Fig. 1: the clock network
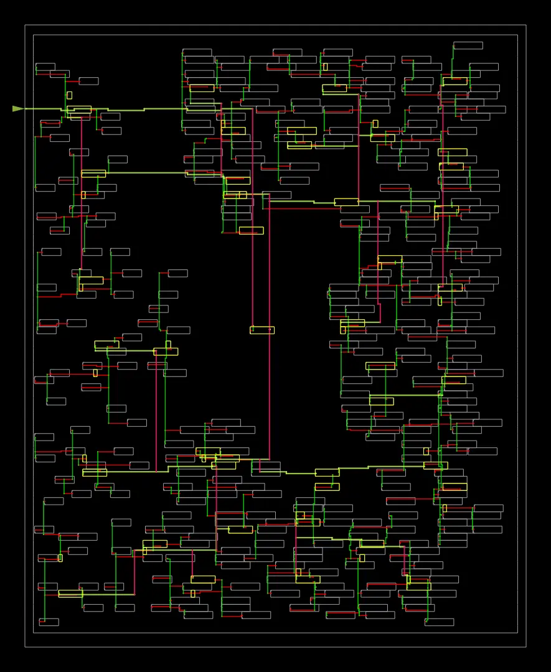
Fig. 2: wires at chosen ports, followed through buffers
Scale: 1.5 px per um.
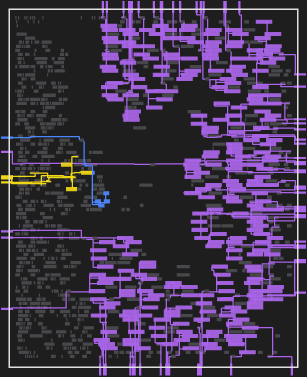
Fig. 3: metal 2
Scale: 1.5 px per um.
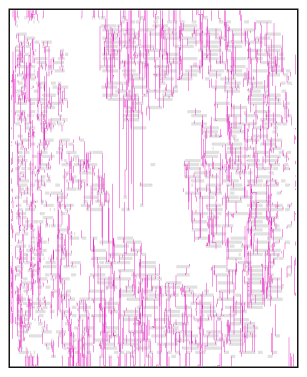
## src/rtl/ebi_pkg.sv

```systemverilog
// Shared EBI types and constants for the M2-side channel endpoints.
package ebi_pkg;

  localparam int unsigned EBI_PERF_CNT_W = 16;
  localparam int unsigned EBI_NUM_CHAN   = 4;

  // Entry width of each M1->M2 channel (flit channels first, then credit channels).
  localparam int unsigned M1_M2_CHANNEL_LENGTH_LIST [EBI_NUM_CHAN] = '{64, 64, 32, 16};

  typedef enum logic [1:0] {
    EBI_M2_TX_IDLE = 2'd0,
    EBI_M2_TX_SEND = 2'd1,
    EBI_M2_TX_GAP  = 2'd2
  } ebi_m2_tx_state_e;

endpackage

```

## src/rtl/m2_ebi_chan_endpoint_if.sv

```systemverilog
// Channel-side bundle of the M2 endpoint: ingress, dequeue, egress and perf signals.
interface m2_ebi_chan_endpoint_if
  import ebi_pkg::*;
#(
  parameter int unsigned ENTRY_W = 64,
  parameter int unsigned LVL_W   = 3
);
  logic                      in_valid_i;
  logic [ENTRY_W-1:0]        in_entry_i;
  logic                      push_ready_o;
  logic                      deq_valid_o;
  logic [ENTRY_W-1:0]        deq_entry_o;
  logic                      deq_ready_i;
  logic [LVL_W-1:0]          level_o;
  logic                      enq_valid_i;
  logic [ENTRY_W-1:0]        enq_entry_i;
  logic                      enq_ready_o;
  logic                      out_valid_o;
  logic [ENTRY_W-1:0]        out_entry_o;
  logic                      recv_success_i;
  logic [EBI_PERF_CNT_W-1:0] bp_cnt_o;
  logic [EBI_PERF_CNT_W-1:0] stall_cnt_o;

  // Endpoint view.
  modport slave (
    input  in_valid_i, in_entry_i, deq_ready_i, enq_valid_i, enq_entry_i, recv_success_i,
    output push_ready_o, deq_valid_o, deq_entry_o, level_o, enq_ready_o, out_valid_o,
           out_entry_o, bp_cnt_o, stall_cnt_o
  );

  // Environment view (M1 side plus M2 link logic).
  modport master (
    output in_valid_i, in_entry_i, deq_ready_i, enq_valid_i, enq_entry_i, recv_success_i,
    input  push_ready_o, deq_valid_o, deq_entry_o, level_o, enq_ready_o, out_valid_o,
           out_entry_o, bp_cnt_o, stall_cnt_o
  );
endinterface

```

## src/rtl/ebi_sync_fifo.sv

```systemverilog
// Ingress FIFO: unreset storage, wrapping pointers, occupancy and registered not-full.
module ebi_sync_fifo #(
  parameter int unsigned ENTRY_W = 64,
  parameter int unsigned DEPTH   = 4
) (
  input  logic                         m2_clk_i,
  input  logic                         rst_ni,
  input  logic                         push_i,
  input  logic [ENTRY_W-1:0]           push_entry_i,
  input  logic                         pop_i,
  output logic                         push_ready_o,
  output logic                         deq_valid_o,
  output logic [ENTRY_W-1:0]           deq_entry_o,
  output logic [$clog2(DEPTH+1)-1:0]   level_o
);
  localparam int unsigned PTR_W = $clog2(DEPTH);
  localparam int unsigned LVL_W = $clog2(DEPTH+1);

  logic [ENTRY_W-1:0] mem_q [DEPTH];
  logic [PTR_W-1:0]   wr_ptr_q, rd_ptr_q;
  logic [LVL_W-1:0]   level_q, level_d;
  logic               ready_q;
  logic               push_fire, pop_fire;

  // Full blocks pushes even when a pop lands in the same cycle.
  assign push_fire = push_i & ready_q;
  assign pop_fire  = pop_i & (level_q != '0);
  assign level_d   = level_q + LVL_W'(push_fire) - LVL_W'(pop_fire);

  // Pointer, level and not-full registers.
  always_ff @(posedge m2_clk_i) begin
    if (!rst_ni) begin
      wr_ptr_q <= '0;
      rd_ptr_q <= '0;
      level_q  <= '0;
      ready_q  <= 1'b1;
    end else begin
      if (push_fire) wr_ptr_q <= wr_ptr_q + PTR_W'(1);
      if (pop_fire)  rd_ptr_q <= rd_ptr_q + PTR_W'(1);
      level_q <= level_d;
      ready_q <= (level_d != LVL_W'(DEPTH));
    end
  end

  // Storage write; contents are intentionally not reset.
  always_ff @(posedge m2_clk_i) begin
    if (push_fire) mem_q[wr_ptr_q] <= push_entry_i;
  end

  assign push_ready_o = ready_q;
  assign deq_valid_o  = (level_q != '0);
  assign deq_entry_o  = mem_q[rd_ptr_q];
  assign level_o      = level_q;

endmodule

```

## src/rtl/m2_ebi_chan_endpoint.sv

```systemverilog
// M2-side EBI channel endpoint: ingress FIFO, gapped egress handshake, optional perf counters.
// Optional feature macro: EBI_M2_CHAN_PERF_EN (backpressure/stall counters).
module m2_ebi_chan_endpoint
  import ebi_pkg::*;
#(
  parameter int unsigned ENTRY_W = M1_M2_CHANNEL_LENGTH_LIST[0],
  parameter int unsigned DEPTH   = 4,
  parameter int unsigned LVL_W   = $clog2(DEPTH) + 1
) (
  input  logic                    m2_clk_i,
  input  logic                    rst_ni,
  m2_ebi_chan_endpoint_if.slave   bus
);
  logic [LVL_W-1:0]   level;
  logic               push_ready;
  logic               deq_valid;
  logic [ENTRY_W-1:0] deq_entry;

  ebi_sync_fifo #(
    .ENTRY_W (ENTRY_W),
    .DEPTH   (DEPTH)
  ) u_fifo (
    .m2_clk_i     (m2_clk_i),
    .rst_ni       (rst_ni),
    .push_i       (bus.in_valid_i),
    .push_entry_i (bus.in_entry_i),
    .pop_i        (bus.deq_ready_i),
    .push_ready_o (push_ready),
    .deq_valid_o  (deq_valid),
    .deq_entry_o  (deq_entry),
    .level_o      (level)
  );

  assign bus.push_ready_o = push_ready;
  assign bus.deq_valid_o  = deq_valid;
  assign bus.deq_entry_o  = deq_entry;
  assign bus.level_o      = level;

  ebi_m2_tx_state_e   tx_state_q;
  logic [ENTRY_W-1:0] out_entry_q;

  // Egress FSM: load, hold until accepted, then force one idle cycle for the M1 receiver.
  always_ff @(posedge m2_clk_i) begin
    if (!rst_ni) begin
      tx_state_q  <= EBI_M2_TX_IDLE;
      out_entry_q <= '0;
    end else begin
      case (tx_state_q)
        EBI_M2_TX_IDLE: begin
          if (bus.enq_valid_i) begin
            out_entry_q <= bus.enq_entry_i;
            tx_state_q  <= EBI_M2_TX_SEND;
          end
        end
        EBI_M2_TX_SEND: begin
          if (bus.recv_success_i) tx_state_q <= EBI_M2_TX_GAP;
        end
        EBI_M2_TX_GAP: begin
          if (bus.enq_valid_i) begin
            out_entry_q <= bus.enq_entry_i;
            tx_state_q  <= EBI_M2_TX_SEND;
          end else begin
            tx_state_q  <= EBI_M2_TX_IDLE;
          end
        end
        default: tx_state_q <= EBI_M2_TX_IDLE;
      endcase
    end
  end

  assign bus.out_valid_o = (tx_state_q == EBI_M2_TX_SEND);
  assign bus.enq_ready_o = (tx_state_q != EBI_M2_TX_SEND);
  assign bus.out_entry_o = out_entry_q;

`ifdef EBI_M2_CHAN_PERF_EN
  logic [EBI_PERF_CNT_W-1:0] bp_cnt_q, stall_cnt_q;

  // Saturating ingress-backpressure and egress-stall cycle counters.
  always_ff @(posedge m2_clk_i) begin
    if (!rst_ni) begin
      bp_cnt_q    <= '0;
      stall_cnt_q <= '0;
    end else begin
      if (bus.in_valid_i && !push_ready && (bp_cnt_q != '1))
        bp_cnt_q <= bp_cnt_q + EBI_PERF_CNT_W'(1);
      if ((tx_state_q == EBI_M2_TX_SEND) && !bus.recv_success_i && (stall_cnt_q != '1))
        stall_cnt_q <= stall_cnt_q + EBI_PERF_CNT_W'(1);
    end
  end

  assign bus.bp_cnt_o    = bp_cnt_q;
  assign bus.stall_cnt_o = stall_cnt_q;
`else
  assign bus.bp_cnt_o    = '0;
  assign bus.stall_cnt_o = '0;
`endif

endmodule

```

## src/flat_wrapper.sv

```systemverilog
// flat-port wrapper written by rule: the top's interface ports become plain ports
module m2_ebi_chan_endpoint_flat import ebi_pkg::*;
#(
  parameter int unsigned ENTRY_W = M1_M2_CHANNEL_LENGTH_LIST[0],
  parameter int unsigned DEPTH   = 4,
  parameter int unsigned LVL_W   = $clog2(DEPTH) + 1
)
  (m2_clk_i, rst_ni, bus_in_valid_i, bus_in_entry_i, bus_deq_ready_i, bus_enq_valid_i, bus_enq_entry_i, bus_recv_success_i, bus_push_ready_o, bus_deq_valid_o, bus_deq_entry_o, bus_level_o, bus_enq_ready_o, bus_out_valid_o, bus_out_entry_o, bus_bp_cnt_o, bus_stall_cnt_o);
  m2_ebi_chan_endpoint_if #(.ENTRY_W(ENTRY_W), .LVL_W(LVL_W)) bus_i ();
  input  logic m2_clk_i;
  input  logic rst_ni;
  input wire logic [$bits(bus_i.in_valid_i)-1:0] bus_in_valid_i;
  input wire logic [$bits(bus_i.in_entry_i)-1:0] bus_in_entry_i;
  input wire logic [$bits(bus_i.deq_ready_i)-1:0] bus_deq_ready_i;
  input wire logic [$bits(bus_i.enq_valid_i)-1:0] bus_enq_valid_i;
  input wire logic [$bits(bus_i.enq_entry_i)-1:0] bus_enq_entry_i;
  input wire logic [$bits(bus_i.recv_success_i)-1:0] bus_recv_success_i;
  output wire logic [$bits(bus_i.push_ready_o)-1:0] bus_push_ready_o;
  output wire logic [$bits(bus_i.deq_valid_o)-1:0] bus_deq_valid_o;
  output wire logic [$bits(bus_i.deq_entry_o)-1:0] bus_deq_entry_o;
  output wire logic [$bits(bus_i.level_o)-1:0] bus_level_o;
  output wire logic [$bits(bus_i.enq_ready_o)-1:0] bus_enq_ready_o;
  output wire logic [$bits(bus_i.out_valid_o)-1:0] bus_out_valid_o;
  output wire logic [$bits(bus_i.out_entry_o)-1:0] bus_out_entry_o;
  output wire logic [$bits(bus_i.bp_cnt_o)-1:0] bus_bp_cnt_o;
  output wire logic [$bits(bus_i.stall_cnt_o)-1:0] bus_stall_cnt_o;
  assign bus_i.in_valid_i = bus_in_valid_i;
  assign bus_i.in_entry_i = bus_in_entry_i;
  assign bus_i.deq_ready_i = bus_deq_ready_i;
  assign bus_i.enq_valid_i = bus_enq_valid_i;
  assign bus_i.enq_entry_i = bus_enq_entry_i;
  assign bus_i.recv_success_i = bus_recv_success_i;
  assign bus_push_ready_o = bus_i.push_ready_o;
  assign bus_deq_valid_o = bus_i.deq_valid_o;
  assign bus_deq_entry_o = bus_i.deq_entry_o;
  assign bus_level_o = bus_i.level_o;
  assign bus_enq_ready_o = bus_i.enq_ready_o;
  assign bus_out_valid_o = bus_i.out_valid_o;
  assign bus_out_entry_o = bus_i.out_entry_o;
  assign bus_bp_cnt_o = bus_i.bp_cnt_o;
  assign bus_stall_cnt_o = bus_i.stall_cnt_o;
  m2_ebi_chan_endpoint #(.ENTRY_W(ENTRY_W), .DEPTH(DEPTH), .LVL_W(LVL_W)) u_core (.m2_clk_i(m2_clk_i), .rst_ni(rst_ni), .bus(bus_i));
endmodule
```

## config.mk

```make
export PLATFORM = sky130hd
export DESIGN_NAME = m2_ebi_chan_endpoint_flat
export DESIGN_NICKNAME = d
export VERILOG_FILES = /design/src/rtl/ebi_pkg.sv /design/src/rtl/m2_ebi_chan_endpoint_if.sv /design/src/rtl/ebi_sync_fifo.sv /design/src/rtl/m2_ebi_chan_endpoint.sv /design/src/flat_wrapper.sv
export SDC_FILE = /design/constraint.sdc
export NUM_CORES = 1
export LEC_CHECK = 0
export CORE_ASPECT_RATIO = 1.25
export CORE_MARGIN = 3
export CORE_UTILIZATION = 29
export CTS_CLUSTER_SIZE = 40
export DETAILED_ROUTE_END_ITERATION = 8
export GPL_ROUTABILITY_DRIVEN = 0
export PLACE_DENSITY_LB_ADDON = 0.15
export SETUP_SLACK_MARGIN = 0.5
export SYNTH_ARGS = -nofsm -noshare
export SYNTH_HDL_FRONTEND = slang
export SYNTH_SLANG_ARGS = --single-unit
```

## constraint.sdc

```tcl
create_clock -name m2_clk_i -period 7.48 [get_ports m2_clk_i]
set_input_delay 0.748 -clock m2_clk_i [delete_from_list [all_inputs] [get_ports m2_clk_i]]
set_output_delay 0.748 -clock m2_clk_i [all_outputs]
set_load 0.005 [all_outputs]
```

==> flow_metrics.env <==
# physical design summary
export IMPL_ys_area_um2=12460
export IMPL_drc=0
export IMPL_synthesis_area_um2=12460
export IMPL_drv_slew=0
export IMPL_cts_root_buf="clkbuf_16"
export IMPL_core_area_um2=42250
export IMPL_warnings=29
export IMPL_dpl_cell_area_um2=15540
export IMPL_seq_area_um2=9216
export IMPL_yosysSeqAreaShare_pct=73.93
export IMPL_portBuffers=268
export IMPL_via_per_inst=4.315
export IMPL_cp_end_kind="output pin"
export IMPL_outcome="finished, final reports clean"
export IMPL_async_flop_share_pct=0
export IMPL_flop_cell="edfxtp_1"
export IMPL_clkTransAtPathRegs_ns=0.06
export IMPL_ys_types=28
export IMPL_hp_class="register to register"
export IMPL_edf_count=256
export IMPL_grt_max_degree=66
export IMPL_finalCritPeriodShare_pct=52.83
export IMPL_setup_viol=0
export IMPL_crit_type="register to output pin"
export IMPL_final_core_util_pct=39.55
export IMPL_grt_first_pass_wirelength_um=43140
export IMPL_met3_length_um=2344
export IMPL_dp_cells=1499
export IMPL_largest_area_cell="edfxtp_1"
export IMPL_clockBufferDepth=3
export IMPL_maxCapViolations=0
export IMPL_stdcell_area_um2=16710
export IMPL_skew_ns=0.01510
export IMPL_dieHeight_um=237.7
export IMPL_start_kind="register"
export IMPL_syn_to_final_growth_pct=34.14
export IMPL_finalHoldViolations=0
export IMPL_cts_made_buffers=36
-- Fig. 1 (at the start) --
clk_lat worst skew: 0.51 ns
CLK BUF: 46
Sink Count: 332
flop count: 332

-- Fig. 2 (at the start) --
bus_in_entry_i: drawn in purple, bits 64, direction input, edge 26 right, 18 top, 16 bottom, 4 left, end cells 256, buffers 64, wire 4240 um. bus_level_o: drawn in yellow, bits 3, direction output, edge left, end cells 3, buffers 3, wire 207 um. bus_in_valid_i: drawn in blue, bits 1, direction input, edge left, end cells 6, buffers 1, wire 117 um.

-- Fig. 3 (at the start) --
The layer holds 48% of the routed length. The wires run mostly vertical. The layer carries 13600 um of wire. The longest straight run is 114 um.
Vias: 6762
M2 GR Usage: 20.46%
Routed WL: 28570 um

==> final timing paths <==
path                                                start                    endpoint  slack [ns]  cells after the start
worst max-delay path                             register         bus_deq_entry_o[63]        3.53                      3
worst min-delay path            u_core.bus.out_entry_o[5]   u_core.bus.out_entry_o[5]        0.46                      2
worst max register to register  u_core.u_fifo.wr_ptr_q[0]  u_core.u_fifo.mem_q[0][29]        5.38                      4
worst min register to register  u_core.bus.out_entry_o[5]   u_core.bus.out_entry_o[5]        0.46                      2
==> worst max-delay path, stage by stage (launching register included) <==
cell and delay, ns:
dfxtp_4 0.86, buf_4 0.62, mux4_1 0.68, clkdlybuf4s50_1 0.47
==> state kept, by name, indices dropped and copies added (netlist names), named ones only <==
signal / flops
u_core.tx_state_q: 2
u_core.u_fifo.mem_q: 256
u_core.u_fifo.wr_ptr_q: 2
u_core.u_fifo.level_o: 3
u_core.bus.out_entry_o: 64
u_core.u_fifo.rd_ptr_q: 2
u_core.u_fifo.push_ready_o: 1
==> area by class of cell <==
class                           count  share of cell area (%)
Inverter                            6                  0.1348
Multi-Input combinational cell    326                   17.14
Timing Repair Buffer              276                   16.38
Antenna cell                        2                 0.02995
Sequential cell                   332                   55.16
Clock buffer                       46                   5.870
Tap cell                          559                   4.186
Clock inverter                     20                   1.101
==> layer usage <==
metal / global-route usage (%) / vias to the layer above
met2: 20.46 / 235
met1: 15.33 / 3352
met4: 3.782 / 0
met5: 0 / -
li1: - / 3136
met3: 4.366 / 39
==> cells in the final DEF, fill, tap and decap left out <==
master and instances:
and2_1 6, diode_2 2, xnor2_1 4, bufinv_16 3
nor2b_4 1, nand2b_2 1, nand2b_1 1, clkdlybuf4s50_1 267
xor2_1 1, nor2_1 1, clkinv_8 1, o31a_1 1
mux4_2 60, nor2b_1 2, a21boi_0 65, clkinv_2 7
or3_1 1, edfxtp_1 256, dfxtp_4 2, clkinv_4 1
and3_4 4, clkbuf_1 8, o21ai_0 1, mux4_1 4
fa_1 1, and3_1 1, ha_1 6, nand2_1 130
nand3_1 2, clkinvlp_4 1, dfxtp_1 74, inv_1 6
o311ai_1 1, buf_2 1, clkinv_1 7, clkbuf_16 38
buf_4 8, conb_1 32
==> kinds of logic after synthesis <==
family	after synthesis	share of synthesized area, %
other	1	0.03010
buffers and inverters	74	4.259
multiplexers	64	11.69
XOR/XNOR	5	0.3515
AND-OR/OR-AND	68	4.098
AND/OR/NAND/NOR	150	4.882
adder cells (fa/ha/maj)	7	0.7633
flip-flops	332	73.93
==> synthesized netlist by cell type (3+ instances only) <==
| library cell | number |
|---|---|
| a21boi_0 | 65 |
| and2_1 | 6 |
| and3_1 | 5 |
| buf_12 | 6 |
| buf_2 | 18 |
| buf_4 | 33 |
| clkbuf_1 | 9 |
| dfxtp_1 | 76 |
| edfxtp_1 | 256 |
| ha_1 | 6 |
| inv_1 | 6 |
| mux4_1 | 4 |
| mux4_2 | 60 |
| nand2_1 | 130 |
| nor2b_1 | 3 |
| xnor2_1 | 4 |
==> where the power goes <==
group	internal (uW)	leakage, uW	switching [uW]
registers	2250	0.00297	140
clock network	1030	0.000570	698
logic	701	0.00199	444
total	3990	0.00554	1280
Power figures rest on the tool's default switching activity, not on a simulated workload.
